Fig. 1: run 1, track usage over the die
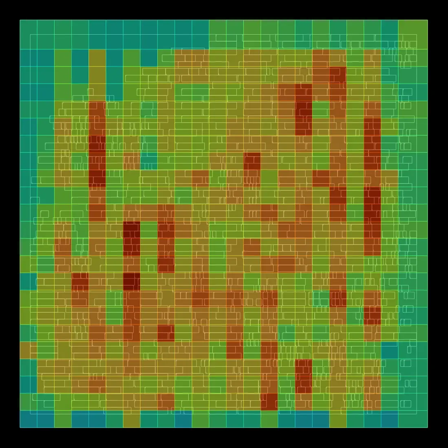
Fig. 2: run 1, cell area per tile
(1.5 px per µm) 16 x 16 tiles, from white (low) to dark blue (high), 0 to 100% covered.
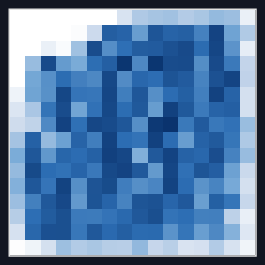
Fig. 3: run 1, clock wires, drivers and flops
(3 px per µm)
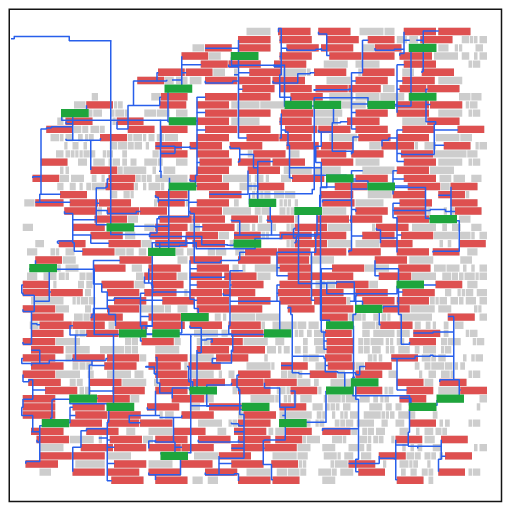
Fig. 4: run 1, floorplan with the power grid
(3 px per µm) Pins as bars on the die edge.
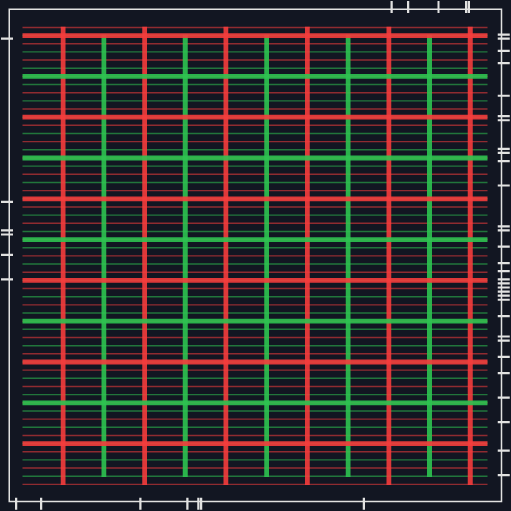
$ cat config.mk
export PLATFORM = sky130hd
export DESIGN_NAME = uart_io
export DESIGN_NICKNAME = d
export VERILOG_FILES = /design/src/rtl/uart_pkg.sv /design/src/rtl/sync_fifo.sv /design/src/rtl/uart_io.sv
export SDC_FILE = /design/constraint.sdc
export NUM_CORES = 1
export LEC_CHECK = 0
export CORE_MARGIN = 4
export CORE_UTILIZATION = 60
export CTS_CLUSTER_DIAMETER = 50
export DETAILED_ROUTE_END_ITERATION = 6
export GPL_TIMING_DRIVEN = 0
export PLACE_DENSITY = 0.75
export SLEW_MARGIN = 20
export SYNTH_ARGS = -nofsm -noshare
export SYNTH_HDL_FRONTEND = slang
export SYNTH_SLANG_ARGS = --single-unit
$ cat constraint.sdc
create_clock -name clk -period 4.1 [get_ports clk]
set_input_delay 0.82 -clock clk [delete_from_list [all_inputs] [get_ports clk]]
set_output_delay 0.82 -clock clk [all_outputs]
set_load 0.02 [all_outputs]
$ cat src/rtl/uart_pkg.sv
// Shared UART definitions: serial FSM state types, status-word layout and the
// address window that the slot-3 decoder uses to route loads/stores here.
package uart_pkg;

    typedef enum logic [1:0] {RxIdle, RxStart, RxData, RxStop} rx_state_t;
    typedef enum logic [1:0] {TxIdle, TxStart, TxData, TxStop} tx_state_t;

    // Status word: {16'b0, overrun, tx_full, rx_empty, 5'b0, rx_count[7:0]}
    localparam int unsigned STAT_OVERRUN_BIT  = 15;
    localparam int unsigned STAT_TX_FULL_BIT  = 14;
    localparam int unsigned STAT_RX_EMPTY_BIT = 13;
    localparam int unsigned STAT_COUNT_LSB    = 0;
    localparam int unsigned STAT_COUNT_W      = 8;

    // UART address window, shared with decode
    localparam logic [31:0] UART_BASE = 32'hFFFF_FF00;
    localparam logic [31:0] UART_MASK = 32'hFFFF_FFF8;

    function automatic logic [31:0] status_word(input logic       overrun,
                                                input logic       tx_full,
                                                input logic       rx_empty,
                                                input logic [7:0] count);
        logic [31:0] w;
        w = '0;
        w[STAT_OVERRUN_BIT]                   = overrun;
        w[STAT_TX_FULL_BIT]                   = tx_full;
        w[STAT_RX_EMPTY_BIT]                  = rx_empty;
        w[STAT_COUNT_LSB +: STAT_COUNT_W]     = count;
        return w;
    endfunction

endpackage

$ cat src/rtl/sync_fifo.sv
// Single-clock FIFO with show-ahead output. Flags derive from the registered
// occupancy only; a push into an empty FIFO is visible on the next cycle.
module sync_fifo #(
    parameter int unsigned WIDTH = 8,
    parameter int unsigned DEPTH = 16
) (
    input  logic                     clk,
    input  logic                     rst,
    input  logic                     push,
    input  logic                     pop,
    input  logic [WIDTH-1:0]         din,
    output logic [WIDTH-1:0]         dout,
    output logic                     empty,
    output logic                     full,
    output logic [$clog2(DEPTH):0]   count
);

    localparam int unsigned AW = $clog2(DEPTH);
    localparam logic [AW-1:0] PTR_ONE  = AW'(1);
    localparam logic [AW:0]   CNT_ONE  = (AW+1)'(1);
    localparam logic [AW:0]   CNT_FULL = (AW+1)'(DEPTH);

    logic [WIDTH-1:0] mem [DEPTH];
    logic [AW-1:0]    wr_ptr_q;
    logic [AW-1:0]    rd_ptr_q;
    logic [AW:0]      count_q;
    logic             push_ok;
    logic             pop_ok;

    // Qualify requests against the registered flags
    always_comb begin
        empty   = (count_q == '0);
        full    = (count_q == CNT_FULL);
        push_ok = push && !full;
        pop_ok  = pop && !empty;
        dout    = mem[rd_ptr_q];
        count   = count_q;
    end

    // Storage array; no reset needed, occupancy guards reads
    always_ff @(posedge clk) begin
        if (push_ok) begin
            mem[wr_ptr_q] <= din;
        end
    end

    // Pointers wrap naturally since DEPTH is a power of two
    always_ff @(posedge clk or negedge rst) begin
        if (!rst) begin
            wr_ptr_q <= '0;
            rd_ptr_q <= '0;
            count_q  <= '0;
        end else begin
            if (push_ok) wr_ptr_q <= wr_ptr_q + PTR_ONE;
            if (pop_ok)  rd_ptr_q <= rd_ptr_q + PTR_ONE;
            if (push_ok && !pop_ok)      count_q <= count_q + CNT_ONE;
            else if (pop_ok && !push_ok) count_q <= count_q - CNT_ONE;
        end
    end

endmodule

$ cat src/rtl/uart_io.sv
// Memory-mapped UART endpoint on slot 3: RX deserializer, TX serializer and a
// FIFO per direction. Optional status register guarded by UART_STATUS_EN.
module uart_io
    import uart_pkg::*;
#(
    parameter int unsigned CLK_PER_BIT = 868,
    parameter int unsigned FIFO_DEPTH  = 16
) (
    input  logic        clk,
    input  logic        rst,
    input  logic        rxd,
    output logic        txd,
    input  logic        stall_in,
    input  logic        io_re,
    input  logic        io_we,
    input  logic        io_sel,
    input  logic [7:0]  io_wdata,
    output logic [31:0] io_rdata,
    output logic        uart_stall
);

    localparam int unsigned AW = $clog2(FIFO_DEPTH);
    localparam int unsigned CW = $clog2(CLK_PER_BIT);
    localparam logic [CW-1:0] BIT_LAST  = CW'(CLK_PER_BIT - 1);
    localparam logic [CW-1:0] HALF_LAST = CW'(CLK_PER_BIT / 2 - 1);
    localparam logic [CW-1:0] CNT_ONE   = CW'(1);

    // Request decode
    logic rd_data, rd_stat, accept, rx_pop, tx_push, stat_acc;

    // FIFO interfaces
    logic        rx_push_q, rx_empty, rx_full;
    logic [7:0]  rx_dout;
    logic [AW:0] rx_count;
    logic        tx_pop, tx_empty, tx_full;
    logic [7:0]  tx_dout;
    logic [AW:0] unused_tx_count;

    // RX engine
    logic            rxd_meta_q, rxd_sync_q, rxd_prev_q;
    rx_state_t       rx_state_q;
    logic [CW-1:0]   rx_cnt_q;
    logic [2:0]      rx_bits_q;
    logic [7:0]      rx_shift_q;

    // TX engine
    tx_state_t       tx_state_q;
    logic [CW-1:0]   tx_cnt_q;
    logic [2:0]      tx_bits_q;
    logic [7:0]      tx_shift_q;
    logic            txd_q;

    logic [31:0]     rdata_q;
    logic [31:0]     stat_word;

    // Request decode and stall; a write always wins over a read
    always_comb begin
`ifdef UART_STATUS_EN
        rd_data = io_re && !io_we && !io_sel;
        rd_stat = io_re && !io_we && io_sel;
`else
        rd_data = io_re && !io_we;
        rd_stat = 1'b0;
`endif
        uart_stall = (rd_data && rx_empty) || (io_we && tx_full);
        accept     = !stall_in && !uart_stall;
        rx_pop     = accept && rd_data;
        tx_push    = accept && io_we;
        stat_acc   = accept && rd_stat;
    end

    sync_fifo #(
        .WIDTH (8),
        .DEPTH (FIFO_DEPTH)
    ) u_rx_fifo (
        .clk   (clk),
        .rst   (rst),
        .push  (rx_push_q),
        .pop   (rx_pop),
        .din   (rx_shift_q),
        .dout  (rx_dout),
        .empty (rx_empty),
        .full  (rx_full),
        .count (rx_count)
    );

    sync_fifo #(
        .WIDTH (8),
        .DEPTH (FIFO_DEPTH)
    ) u_tx_fifo (
        .clk   (clk),
        .rst   (rst),
        .push  (tx_push),
        .pop   (tx_pop),
        .din   (io_wdata),
        .dout  (tx_dout),
        .empty (tx_empty),
        .full  (tx_full),
        .count (unused_tx_count)
    );

    // Two-flop synchronizer plus edge-detect history, idle-high
    always_ff @(posedge clk or negedge rst) begin
        if (!rst) begin
            rxd_meta_q <= 1'b1;
            rxd_sync_q <= 1'b1;
            rxd_prev_q <= 1'b1;
        end else begin
            rxd_meta_q <= rxd;
            rxd_sync_q <= rxd_meta_q;
            rxd_prev_q <= rxd_sync_q;
        end
    end

    // RX deserializer: mid-bit sampling, LSB first, one-cycle push pulse
    always_ff @(posedge clk or negedge rst) begin
        if (!rst) begin
            rx_state_q <= RxIdle;
            rx_cnt_q   <= '0;
            rx_bits_q  <= '0;
            rx_shift_q <= '0;
            rx_push_q  <= 1'b0;
        end else begin
            rx_push_q <= 1'b0;
            unique case (rx_state_q)
                RxIdle: begin
                    if (rxd_prev_q && !rxd_sync_q) begin
                        rx_state_q <= RxStart;
                        rx_cnt_q   <= '0;
                        rx_bits_q  <= '0;
                    end
                end
                RxStart: begin
                    if (rx_cnt_q == HALF_LAST) begin
                        rx_cnt_q   <= '0;
                        rx_state_q <= rxd_sync_q ? RxIdle : RxData;
                    end else begin
                        rx_cnt_q <= rx_cnt_q + CNT_ONE;
                    end
                end
                RxData: begin
                    if (rx_cnt_q == BIT_LAST) begin
                        rx_cnt_q   <= '0;
                        rx_shift_q <= {rxd_sync_q, rx_shift_q[7:1]};
                        rx_bits_q  <= rx_bits_q + 3'd1;
                        if (rx_bits_q == 3'd7) rx_state_q <= RxStop;
                    end else begin
                        rx_cnt_q <= rx_cnt_q + CNT_ONE;
                    end
                end
                RxStop: begin
                    if (rx_cnt_q == BIT_LAST) begin
                        rx_cnt_q   <= '0;
                        rx_state_q <= RxIdle;
                        // Framing error (stop bit low) drops the byte
                        if (rxd_sync_q) rx_push_q <= 1'b1;
                    end else begin
                        rx_cnt_q <= rx_cnt_q + CNT_ONE;
                    end
                end
            endcase
        end
    end

    // Load the next byte from idle, or straight out of the stop bit so
    // consecutive frames have no idle gap
    always_comb begin
        tx_pop = !tx_empty &&
                 ((tx_state_q == TxIdle) ||
                  ((tx_state_q == TxStop) && (tx_cnt_q == BIT_LAST)));
    end

    // TX serializer with registered txd
    always_ff @(posedge clk or negedge rst) begin
        if (!rst) begin
            tx_state_q <= TxIdle;
            tx_cnt_q   <= '0;
            tx_bits_q  <= '0;
            tx_shift_q <= '0;
            txd_q      <= 1'b1;
        end else if (tx_pop) begin
            tx_state_q <= TxStart;
            tx_cnt_q   <= '0;
            tx_shift_q <= tx_dout;
            txd_q      <= 1'b0;
        end else begin
            unique case (tx_state_q)
                TxIdle: begin
                    txd_q <= 1'b1;
                end
                TxStart: begin
                    if (tx_cnt_q == BIT_LAST) begin
                        tx_cnt_q   <= '0;
                        tx_bits_q  <= '0;
                        tx_state_q <= TxData;
                        txd_q      <= tx_shift_q[0];
                        tx_shift_q <= {1'b0, tx_shift_q[7:1]};
                    end else begin
                        tx_cnt_q <= tx_cnt_q + CNT_ONE;
                    end
                end
                TxData: begin
                    if (tx_cnt_q == BIT_LAST) begin
                        tx_cnt_q <= '0;
                        if (tx_bits_q == 3'd7) begin
                            tx_state_q <= TxStop;
                            txd_q      <= 1'b1;
                        end else begin
                            tx_bits_q  <= tx_bits_q + 3'd1;
                            txd_q      <= tx_shift_q[0];
                            tx_shift_q <= {1'b0, tx_shift_q[7:1]};
                        end
                    end else begin
                        tx_cnt_q <= tx_cnt_q + CNT_ONE;
                    end
                end
                TxStop: begin
                    if (tx_cnt_q == BIT_LAST) begin
                        tx_cnt_q   <= '0;
                        tx_state_q <= TxIdle;
                    end else begin
                        tx_cnt_q <= tx_cnt_q + CNT_ONE;
                    end
                end
            endcase
        end
    end

`ifdef UART_STATUS_EN
    logic overrun_q;

    // Sticky overrun: a completed byte arrived while RX was full; a status
    // read clears it, but a new overrun in the same cycle wins
    always_ff @(posedge clk or negedge rst) begin
        if (!rst) begin
            overrun_q <= 1'b0;
        end else if (rx_push_q && rx_full) begin
            overrun_q <= 1'b1;
        end else if (stat_acc) begin
            overrun_q <= 1'b0;
        end
    end

    assign stat_word = status_word(overrun_q, tx_full, rx_empty, 8'(rx_count));
`else
    logic unused_status;
    assign unused_status = ^{io_sel, rx_count};
    assign stat_word     = '0;
`endif

    // Load result register; holds until the next accepted read
    always_ff @(posedge clk or negedge rst) begin
        if (!rst) begin
            rdata_q <= '0;
        end else if (rx_pop) begin
            rdata_q <= {24'b0, rx_dout};
        end else if (stat_acc) begin
            rdata_q <= stat_word;
        end
    end

    assign io_rdata = rdata_q;
    assign txd      = txd_q;

endmodule

==> notes.md, run 1 <==
Synthesis and place-and-route results.

- The run finished with clean final reports.
- In this run the post-CTS setup repair buffer count came out at 0.
- Internal power comes to 7.281 mW.
- The worst hold path class is primary input to async pin.
- For this run, the number of Yosys warnings is 0.
- The detailed router reported a total wirelength of 27230 µm.
- The largest net degree at the start of global routing is 48.
- Once placement completed, the tool counted placed cells totaling 1231.
- The placeable core region is 0.02361 mm².
- The worst hold slack after final layout is 0.2163 ns.
- Among logic cells in the layout, the one with the most instances is sky130_fd_sc_hd__edfxtp_1.
- Measured against the total synthesized area, the mux share comes to 0.1312.
- Counting every instance in the synthesized netlist gives 865.
- Per the synthesis report, the simple-gate share of the synthesized area is 0.06411.
- TritonRoute reported its final design rule violation total as 0.
- The worst-skew pair later-pin latency is 0.53 ns.
- The final antenna diode tally reported by the flow is 0.
- The instance area at placement is 0.01528 mm².
- Once iteration 0 of detailed routing completed, the report listed 660 DRC markers.
- After synthesis, the largest family of logic cells by area is multiplexers.
- Of the cells placed in the final design, the portion with a size suffix greater than 1 is 0.2012.
- The final-report max-slew violation count is 0.
- The synthesized-area fraction occupied by xor and xnor cells is 0.01508.
- The most common flop cell mapped by yosys is sky130_fd_sc_hd__edfxtp_1.
- The worst max-slew margin expressed relative to the limit is 0.2518.
- The synthesized design contains 341 register bits.
- The power report attributes to the combinational group a share of 0.268.
- The share of flip-flops with an asynchronous set or reset after synthesis is 0.2493.
- After the last flow step, the layout net total stands at 999.
- Of the synthesized area, sequential elements account for 0.6763.
- The clock transition at the registers of the reported paths is 0.05 ns.
- The die is 163.6 µm wide.
- The number of setup violations in the final report is 0.
- The data arrival time reported for the critical path is 4.05 ns.
- The global-route wire length before repair is 43820 µm.
- The final tally of hold violations is 0.
- The average footprint of a synthesized cell is 16.79 µm².
- The count of hold buffers inserted by post-cts repair is 0.
- The count of maximum capacitance violations is 0.
- The worst path needs 3.622 ns of the cycle, external delays included.
- Summing over every cut layer, the via total after detailed routing is 7668.
- The critical path's slowest cell is sky130_fd_sc_hd__a21oi_1.
- The worst setup path is of the primary input to flop kind.
- Counting the buffers created by CTS gives 37.
- The largest registers in the layout are u_rx_fifo.mem (128), u_tx_fifo.mem (128).
- The script logs the ratio of routed vias to standard cells as 5.908.
- The library cell used as clock root buffer is sky130_fd_sc_hd__clkbuf_16.
- The switching share of power is 0.2963.
- STA classifies the critical path startpoint as a primary input.
- The buffer_ports step reported a buffer count of 23.
- The number of gates resized after CTS was 0.
- The analysis attributes to cell leakage a power of 5.583 nW.
- The number of search-and-repair iterations in the first detailed-routing pass is 7.
- For this configuration, the core starts out at a cell density of 0.6149.
- The die height is 163.6 µm.
- In the global route stage, overall resource usage came out at 0.2140.
- STA classifies the critical path endpoint as a flop.
- TritonCTS built the clock tree.
- The adder and majority gate portion of the synthesized area is 0.02947.
- The critical path goes through clkdlybuf4s50_1, nand2b_1, a21oi_1, ha_1, inv_1, ha_1, nor2b_1, o21a_1, or3_1, a21oi_1, xor2_1.
- Across all setup checks in the final design, the least slack found is 0.4779 ns.
- Of the total power, registers draw 0.407.
- The total congestion overflow after global routing is 0.
- The required time of the critical path is 4.53 ns.
- After synthesis the cells add up to 0.01452 mm².
- Per the post-place timing report, worst setup slack is 0.05032 ns.
- The weighted congestion at the end of routability-driven global placement is 0.7858.
- Counting distinct cell types in the post-synthesis netlist gives 67.
- The area recorded from the Yosys report for this design is 0.01452 mm².
- Yosys stat counts 865 cells in the synthesized netlist.
- According to the floorplan log, the row count is 56.
- Excluding fillers, the count of instances in the completed layout stands at 1298.
- The final core area utilization is 0.7005.
- The number of buffers on the longest clock path is 3.
- The cell family with the largest share of critical-path delay is AND-OR/OR-AND gates.
- The clock power share is 0.325.
- The largest incremental delay on the critical path is 0.86 ns.
- The CTS log lists the clock sinks for this run as 341.
- The final worst-path cycle share is 0.8834.
- The clock tree skew after final layout is 0.02507 ns.
- The summed area of non-filler cells in the final layout is 0.01654 mm².
- Total power for the finished layout comes to 10.35 mW.
- The top cell types in the final layout, fill and taps aside, are sky130_fd_sc_hd__edfxtp_1 (256), sky130_fd_sc_hd__dfrtp_1 (81), sky130_fd_sc_hd__mux4_2 (59).
- The HPWL after detailed placement is 17670 µm.
- The via count of the first global-routing pass is 7786.
- Setup repair after global routing left no endpoint under its margin.
- Of the total synthesized cell area, the portion taken by AND-OR and OR-AND cells is 0.05205.
- The number of logged tool warnings is 39.
- The number of flops mapped to enable cells by yosys is 256.
- The transition time recorded at the tightest slew-check pin is 1.122 ns.
Back to the opening pictures, Fig. 1:
most heavily used metal layer in global routing: met2
met3 track utilization from global routing: 0.03533
detail-routed net length per standard cell: 20.98 µm

Back to the opening pictures, Fig. 2:
The emptiest ninth of the die: upper left. The densest ninth of the die: centre. 43% of the tiles are over 75% full. The fullest tile reaches 99%. 6.6% of the tiles are nearly empty.

Back to the opening pictures, Fig. 3:
Key: green = clock-net drivers [count 37]; red = flip-flops [count 341]; blue = clock wires [length 3580 µm]
Position of the flops: spread over the die. There are 38 routed clock nets.

Back to the opening pictures, Fig. 4:
Key: green = VDD; red = VSS
11 straps on met5. 11 straps on met4.

-- run 1: layout make-up --
type | instances | area [µm²]
clock buffers | 45 | 977.2
flip-flops and latches | 341 | 9819
multi-input cells | 465 | 4348
inverters | 24 | 90.09
well taps | 319 | 399.1
fillers | 1514 | 7073
repair buffers | 24 | 259.0
clock inverters | 22 | 277.8
plain buffers | 58 | 369.1
-- run 1: synth_stat cells, drive strengths merged (9+ instances only) --
| cell type | n | share of area |
|---|---|---|
| a21oi | 13 | 0.0045 |
| a22o | 9 | 0.0054 |
| and2 | 19 | 0.0082 |
| buf | 45 | 0.022 |
| clkbuf | 13 | 0.0034 |
| dfrtp | 81 | 0.14 |
| edfxtp | 256 | 0.53 |
| ha | 31 | 0.027 |
| inv | 24 | 0.0062 |
| mux2 | 20 | 0.016 |
| mux2i | 14 | 0.0097 |
| mux4 | 67 | 0.11 |
| nand2 | 41 | 0.011 |
| nand2b | 13 | 0.0056 |
| nand3 | 10 | 0.0034 |
| nor2 | 40 | 0.010 |
| nor2b | 10 | 0.0043 |
| nor3 | 14 | 0.0048 |
| o21ai | 32 | 0.013 |
| xnor2 | 17 | 0.010 |
-- run 1: path summary, 6_finish.rpt --
path	start	end	depth (start not counted)	slack, ns
min in group clk	rxd_meta_q	rxd_sync_q	0	0.36
hold / removal	rst	u_tx_fifo.wr_ptr_q[2]	1	0.22
setup / recovery	io_we	u_tx_fifo.count[4]	11	0.48
hold reg to reg	rxd_meta_q	rxd_sync_q	0	0.36
setup reg to reg	u_rx_fifo.count[1]	u_rx_fifo.count[4]	12	0.58
max in group asynchronous	rst	txd	2	3.25
-- run 1: worst register-to-register path, cell delays in order (launching register included) --
cell                       delay, ns
sky130_fd_sc_hd__dfrtp_1        0.41
sky130_fd_sc_hd__nor4_1         0.42
sky130_fd_sc_hd__nand3b_1       0.18
sky130_fd_sc_hd__nand3_1        0.17
sky130_fd_sc_hd__buf_1          0.52
sky130_fd_sc_hd__ha_1           0.35
sky130_fd_sc_hd__inv_1          0.11
sky130_fd_sc_hd__ha_1           0.32
sky130_fd_sc_hd__nor2b_1        0.14
sky130_fd_sc_hd__o21a_1         0.18
sky130_fd_sc_hd__or3_1          0.31
sky130_fd_sc_hd__a21oi_1        0.18
sky130_fd_sc_hd__xor2_1         0.16
-- run 1: power groups by stage --
stage               combinational (mW)  sequential [mW]  clock (mW)
floorplan                         2.15             4.22           0
global placement                  2.71             4.27           0
detailed placement                2.78             4.27           0
CTS                               2.80             4.21        3.40
global route                      3.09             4.25        3.57
finish                            2.77             4.21        3.36
-- run 1: cell families after synthesis --
logic type | count (synthesis)
AND-OR/OR-AND | 103
XOR/XNOR | 25
adder cells (fa/ha/maj) | 33
buffers and inverters | 82
flip-flops | 341
multiplexers | 101
other | 1
AND/OR/NAND/NOR | 179
-- run 1: routing by layer --
layer  up-vias  track usage  wire length, µm
met5         -            0                0
met2       238       0.3555            13580
met4         0      0.05376              534
li1       3481            -                -
met3        43      0.03533             1584
met1      3906       0.3022            11530
==> run 2, diff against run 1 <==
SKIP_LAST_GASP = 1   (was default)
SYNTH_HIERARCHICAL = 1   (was default)
==> notes.md, run 2 <==
Synthesis and place-and-route results.

- The flow ran to the end, and the final reports show no timing, DRC or antenna violations.
- The count of maximum capacitance violations is 0 (unchanged).
- The count of standard-cell rows is 57 (+1.8%).
- The required time of the critical path is 4.52 ns (about the same).
- The weighted congestion at the end of routability-driven global placement is 0.8744 (+11%).
- The tally of yosys warning messages came to 6 (+6).
- The critical path's slowest cell is sky130_fd_sc_hd__or4b_4.
- The largest incremental delay on the critical path is 0.52 ns (-0.34 ns).
- The number of search-and-repair iterations in the first detailed-routing pass is 5 (-2).
- The area used by sequential logic in the layout is 0.009819 mm² (unchanged).
- Setup repair after global routing left no endpoint under its margin.
- The clock tree from TritonCTS is built.
- The cell family with the largest share of critical-path delay is simple AND/OR/NAND/NOR gates.
- The post-route total power is 7.823 mW (-24%).
- The average footprint of a synthesized cell is 15.52 µm² (-7.6%).
- The final tally of hold violations is 0 (unchanged).
- The final routed DRC violation total came to 0 (unchanged).
- The count of hold buffers inserted by post-cts repair is 0 (unchanged).
- STA classifies the critical path endpoint as a flop.
- The CTS sink count is 341 (unchanged).
- The number of inserted diodes came to 0 (unchanged).
- The largest net degree at the start of global routing came to 44 (-8.3%).
- The number of instances in the synthesized netlist is 948 (+9.6%).
- The number of buffers on the longest clock path is 3 (unchanged).
- The tightest min-delay check is of the primary input to async pin type.
- The die height is 164.6 µm (+0.62%).
- The summed area of non-filler cells in the final layout is 0.01669 mm² (+0.92%).
- The worst max-slew margin expressed relative to the limit was 0.3649 (+0.1131).
- The library cell used as clock root buffer is sky130_fd_sc_hd__clkbuf_16.
- The final worst-path cycle share is 0.9161 (+0.03267).
- The via count of the first global-routing pass is 7983 (+2.5%).
- The number of violations reported at the end of detailed-routing iteration 0 was 890 (+35%).
- The HPWL after detailed placement is 18390 µm (+4.0%).
- The core utilization at floorplan is 0.6067 (-0.008276).
- The buffer count from post-CTS setup fixing is 0 (unchanged).
- The number of nets in the layout is 1081 (+8.2%).
- The worst-skew pair later-pin latency is 0.52 ns (about the same).
- The critical path class is flop to flop.
- The minimum clock period after layout is 3.756 ns (+0.1339 ns).
==> run 2: area by class of cell <==
class	count	area share
clock buffers	48	0.05914
flip-flops and latches	341	0.5883
inverters	19	0.004273
repair buffers	24	0.01529
well taps	324	0.02429
multi-input cells	545	0.2663
clock inverters	18	0.01244
plain buffers	66	0.02998
==> run 2: worst paths after layout <==
check | start | end | slack (ns) | cells after the start
worst max-delay path | tx_cnt_q[1] | u_tx_fifo/count[4] | 0.34 | 14
worst min-delay path | rst | tx_cnt_q[4] | 0.33 | 1
worst max register to register | tx_cnt_q[1] | u_tx_fifo/count[4] | 0.34 | 14
worst min register to register | rxd_meta_q | rxd_sync_q | 0.36 | 0
max in group asynchronous | rst | rxd_prev_q | 3.08 | 2
min in group clk | rxd_meta_q | rxd_sync_q | 0.36 | 0
==> run 2: worst reg2reg max path, stage by stage (launching register included) <==
cell                      delay, ns
sky130_fd_sc_hd__dfrtp_1       0.38
sky130_fd_sc_hd__ha_1          0.22
sky130_fd_sc_hd__or4b_4        0.52
sky130_fd_sc_hd__or3_4         0.43
sky130_fd_sc_hd__o21ai_4       0.26
sky130_fd_sc_hd__buf_12        0.18
sky130_fd_sc_hd__o21a_1        0.25
sky130_fd_sc_hd__inv_2         0.09
sky130_fd_sc_hd__ha_1          0.20
sky130_fd_sc_hd__inv_1         0.16
sky130_fd_sc_hd__ha_1          0.30
sky130_fd_sc_hd__a21o_1        0.17
sky130_fd_sc_hd__a21oi_1       0.16
sky130_fd_sc_hd__mux2i_1       0.24
sky130_fd_sc_hd__xnor2_1       0.13
==> run 2: where the power goes <==
group	leakage [nW]	total, mW	switching [mW]	internal (mW)
combinational	2.21	0.607	0.359	0.247
sequential	3.15	3.98	0.122	3.86
clock	0.581	3.24	1.27	1.96
total	5.94	7.82	1.76	6.07
==> run 2: layer usage <==
layer	vias up	part of all wire	track usage
met2	292	0.48	0.3444
met4	0	0.027	0.07637
met3	53	0.069	0.03968
met1	4007	0.42	0.2979
li1	3768	-	-
met5	-	0	0
==> run 2: stage by stage <==
stage          setup WS (ns)  hold WS, ns  setup TNS [ns]
2_1_floorplan         0.7036       0.3452               0
3_3_place_gp          -1.025       0.3467          -81.59
4_1_cts               0.3590       0.3298               0
3_5_place_dp         0.05423       0.3509               0
6_report              0.3440       0.3265               0
5_1_grt               0.1693       0.3601               0
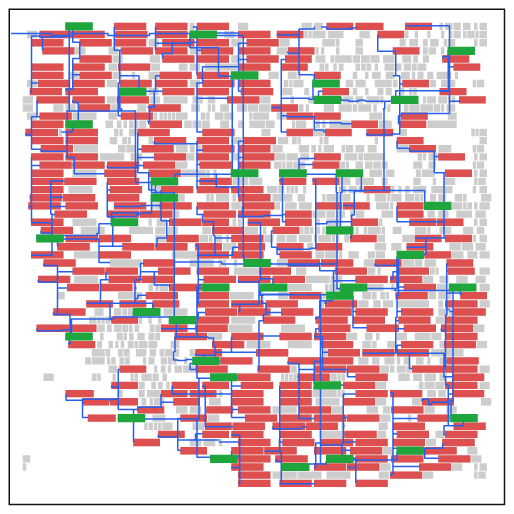
Fig. 5. Clock wires, drivers and flops (run 2).
(3 px per µm)
Key: red = flip-flops [count 341]; green = clock-net drivers [count 37]; blue = clock wires [length 3550 µm]
There are 38 routed clock nets. Position of the flops: spread over the die.

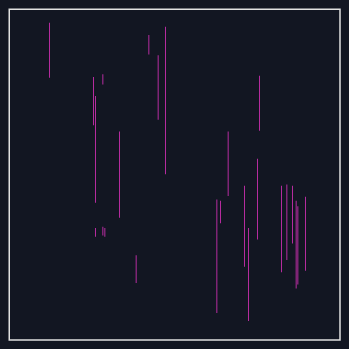
Fig. 6. Met4 routing (run 2).
(2 px per µm)
The wires run mostly vertical. The layer holds 2.7% of the routed length. The layer carries 773 µm of wire. The longest straight run is 73.4 µm.

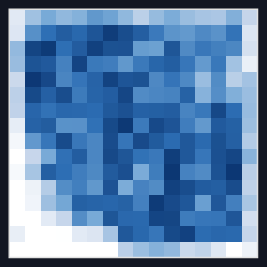
Fig. 7. Cell area per tile (run 2).
(1.5 px per µm) 16 x 16 tiles, from white (low) to dark blue (high), 0 to 100% covered.
The densest ninth of the die: centre. The mean over all tiles is 60%. The emptiest ninth of the die: lower left. The fullest tile reaches 97%.

Power figures rest on the tool's default switching activity, not on a simulated workload.
